### PDN straps and rails

Bar = 100 um. Pins as bars on the die edge.
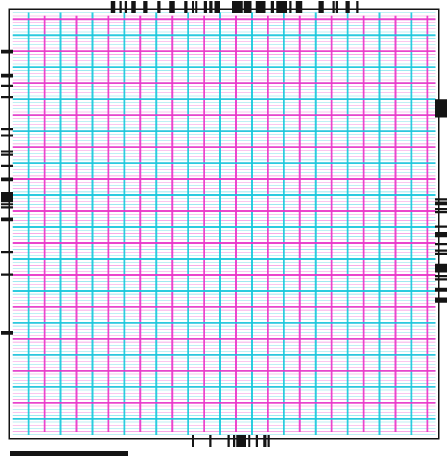
### Placement by cell class

Bar = 100 um.
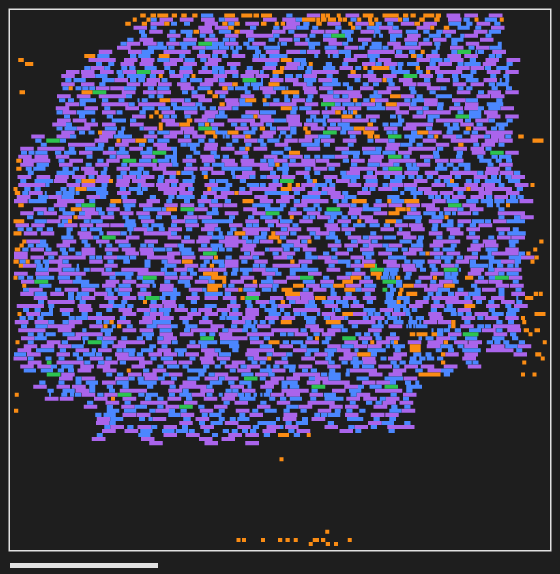
### Clock network drawn from the DEF

Bar = 100 um.
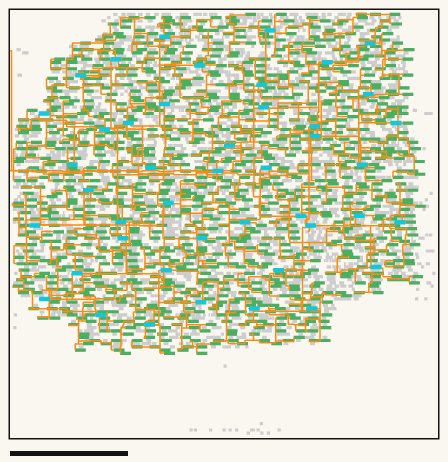
### Metal layers overlaid

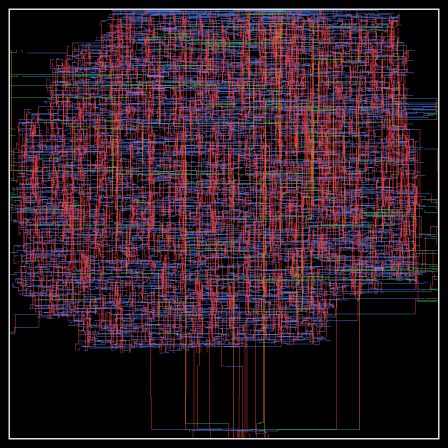
$ cat config.mk
export PLATFORM = sky130hd
export DESIGN_NAME = dct_transpose_buf
export DESIGN_NICKNAME = d
export VERILOG_FILES = /design/src/rtl/dct_transpose_buf.sv
export SDC_FILE = /design/constraint.sdc
export NUM_CORES = 2
export LEC_CHECK = 0
export CORE_MARGIN = 2
export CORE_UTILIZATION = 40
export CTS_CLUSTER_DIAMETER = 120
export CTS_CLUSTER_SIZE = 30
export DETAILED_ROUTE_END_ITERATION = 16
export PLACE_DENSITY = 0.66
export SLEW_MARGIN = 20
export SYNTH_ARGS = -nofsm -noshare
export SYNTH_HDL_FRONTEND = slang
export SYNTH_SLANG_ARGS = --single-unit
$ cat constraint.sdc
create_clock -name clk -period 3.6 [get_ports clk]
set_clock_uncertainty 0.1 [all_clocks]
set_input_delay 0.54 -clock clk [delete_from_list [all_inputs] [get_ports clk]]
set_output_delay 0.54 -clock clk [all_outputs]
set_load 0.05 [all_outputs]
$ cat src/rtl/dct_transpose_buf.sv
// dct_transpose_buf
// Ping-pong transpose memory sitting between the row and column 1-D DCT
// passes of an 8x8 2-D DCT. Rows are written into one bank while columns of
// the previously completed block are read out of the other bank.
module dct_transpose_buf #(
  parameter int W = 9,
  parameter int N = 8
) (
  input  logic           clk,
  input  logic           rst_n,
  input  logic           in_valid,
  output logic           in_ready,
  input  logic [N*W-1:0] in_row,
  output logic           out_valid,
  input  logic           out_ready,
  output logic [N*W-1:0] out_col
);

  localparam int CW = (N > 1) ? $clog2(N) : 1;
  localparam logic [CW-1:0] LAST = CW'(N - 1);

  // Two banks of N rows by N coefficients.
  logic [W-1:0] mem [2][N][N];

  logic [1:0]    full;
  logic          wr_sel;
  logic          rd_sel;
  logic [CW-1:0] wr_cnt;
  logic [CW-1:0] rd_cnt;

  logic wr_fire;
  logic rd_fire;

  // Handshakes depend only on registered full flags, so in_ready never
  // combinationally follows out_ready.
  assign in_ready  = !full[wr_sel];
  assign out_valid = full[rd_sel];
  assign wr_fire   = in_valid && in_ready;
  assign rd_fire   = out_valid && out_ready;

  // Column rd_cnt of the read bank: lane r carries row r of that column.
  for (genvar r = 0; r < N; r++) begin : g_lane
    assign out_col[N*W-1-r*W -: W] = mem[rd_sel][r][rd_cnt];
  end

  // Row storage: an accepted row lands in row wr_cnt of the write bank.
  always_ff @(posedge clk or negedge rst_n) begin
    if (!rst_n) begin
      for (int b = 0; b < 2; b++) begin
        for (int r = 0; r < N; r++) begin
          for (int c = 0; c < N; c++) begin
            mem[b][r][c] <= '0;
          end
        end
      end
    end else if (wr_fire) begin
      for (int c = 0; c < N; c++) begin
        mem[wr_sel][wr_cnt][c] <= in_row[N*W-1-c*W -: W];
      end
    end
  end

  // Write pointer: advance per row, hop to the other bank after the last row.
  always_ff @(posedge clk or negedge rst_n) begin
    if (!rst_n) begin
      wr_sel <= 1'b0;
      wr_cnt <= '0;
    end else if (wr_fire) begin
      if (wr_cnt == LAST) begin
        wr_sel <= !wr_sel;
        wr_cnt <= '0;
      end else begin
        wr_cnt <= wr_cnt + 1'b1;
      end
    end
  end

  // Read pointer: advance per column, hop to the other bank after the last one.
  always_ff @(posedge clk or negedge rst_n) begin
    if (!rst_n) begin
      rd_sel <= 1'b0;
      rd_cnt <= '0;
    end else if (rd_fire) begin
      if (rd_cnt == LAST) begin
        rd_sel <= !rd_sel;
        rd_cnt <= '0;
      end else begin
        rd_cnt <= rd_cnt + 1'b1;
      end
    end
  end

  // Full flags: completion and release always touch different banks, so both
  // updates in one cycle cannot collide.
  always_ff @(posedge clk or negedge rst_n) begin
    if (!rst_n) begin
      full <= 2'b00;
    end else begin
      if (wr_fire && (wr_cnt == LAST)) begin
        full[wr_sel] <= 1'b1;
      end
      if (rd_fire && (rd_cnt == LAST)) begin
        full[rd_sel] <= 1'b0;
      end
    end
  end

endmodule
==> Changelog: implementation <==
### Implementation results

- Drt first pass iters: 5
- Slew @ Worst Pin: roughly 1100 ps
- Inverters: 0
- Worst flop-to-flop path endpoint: mem[607]
- Top cells by count, synth: dfrtp_1, mux2_2, mux4_2
- Dpl cell area: approximately 0.056 mm^2
- Setup bufs post-CTS: 5
- Worst reg2reg path startpoint: wr_sel
- Post-Layout Cell Count: 4966
- Period utilisation layout: 0.9788
- Critical path buffers and inverters: 3
- Slowest CP cell: mux4_2
- Die Area: about 0.13 mm^2
- Vias per cell: roughly 5.7
- Crit. End Element: output pin
- Comb/total area: 0.3763
- Part of the power in registers: 0.406
- Cells after DPL: a little under 5000
- Number of enable flip-flop cells: 0
- CP top delay family: buffers and inverters
- Max cap viols: 0
- Critical Path Sink: out_col[10]
- Part of the power in combinational logic: 0.477
- DIE WIDTH: between 300 and 400 um
- Final Setup Violations: 0
- Most common cell in the netlist: dfrtp_1
- Met3 routed WL: a little over 5000 um
- Top Consumer: combinational cells
- Root Buffer: clkbuf_16
- Clkbuf count: roughly 47
- Pleak: about 25 nW
- Fillers: about 12000
- DRC Markers: 0
- Non-Clock Buffer Count: around 300
- Pre-Place Util: 0.4017
- Cell variety after synth: 28
- Congestion Overflow GR: 0
- Clock buf/inv share: 0.02023
- Seq share, synth: 0.5604
- Worst hold slack: 314.1 ps
- Crit path DAT: 2880 ps
- Yosys stat area: 0.05189 mm^2
- Crit Path Class: reg2out
- Rel. slew slack: 0.2598
- Post-DP HPWL: about 86000 um
- Vias in the first global route: approximately 30000
- Final min period: ~3500 ps
- Final hold vios: 0
- Top FF cell, synth: dfrtp_1
- Cells in synth_stat.txt: 3163
- DR iter-0 viols: 2160
- N_diodes: 2
- Pre-CTS setup slack: 376.9 ps
- Post_cts resized: slightly above 40
- Routed met2 length: between 60000 and 70000 um
- Logic area: ~0.022 mm^2
- Status: completed
- Fraction of registers with async set/reset: 1.000
- Net Switching: approximately 20 mW
- Unrepaired setup endpoints after global routing: yes
- Sink Count: ~1200
- CP startpoint kind: register
- Number of synthesized register bits: 1162
- Power per cell area: between 900 and 1000 mW/mm^2
- Clk power: 6.31 mW
- Port Buffers: ~150
Notes on 'PDN straps and rails' above:
- cyan: VSS
- magenta: VDD
- rows: 132
- met4 straps: 26
- met1 rails: 133
Die Span Y: 364.2 um
core box area: 0.1292 mm^2

Notes on 'Placement by cell class' above:
- blue: combinational and other logic (cells 1714)
- green: clock drivers and dummy loads (cells 50)
- orange: other buffers and delay cells (cells 296)
- purple: flops (cells 1162)
final design utilization: 0.4440
sequential cell area share: 0.5072
fin area: 0.05735 mm^2
row count: 132

Notes on 'Clock network drawn from the DEF' above:
- orange: clock wires (length 12700 um)
- green: flip-flops (count 1162)
- cyan: clock drivers (count 44)
- routed clock nets: 45
Latency at later pin: 640 ps
clock share of power: 0.118

Notes on 'Metal layers overlaid' above:
- green: metal 3 (wire length 5190 um)
- red: metal 2 (wire length 61.9 mm)
- blue: metal 1 (wire length 61.9 mm)
- orange: metal 4 (wire length 3590 um)
- purple: metal 5 (wire length 51.5 um)
all-layer global routing usage: 0.2011
via count: 28200
WL/cell: 26.71 um
WL final: 132600 um

## cell families (layout without fill, tap and decap cells)
family | count (synthesis) | count (layout) | synth area share
AND-OR/OR-AND | 150 | 150 | 0.02146
adder cells (fa/ha/maj) | 4 | 4 | 0.0009646
buffers and inverters | 287 | 346 | 0.03055
flip-flops | 1162 | 1162 | 0.5604
multiplexers | 1448 | 1448 | 0.3767
other | 0 | 2 | 0
AND/OR/NAND/NOR | 112 | 112 | 0.009863
## flip-flops by register name (all words and copies together) (netlist names)
signal and cells:
full 2, mem 1152, wr_cnt 3, rd_cnt 3, wr_sel 1, rd_sel 1
No activity file was given, so power comes from the tool's default toggle rates.
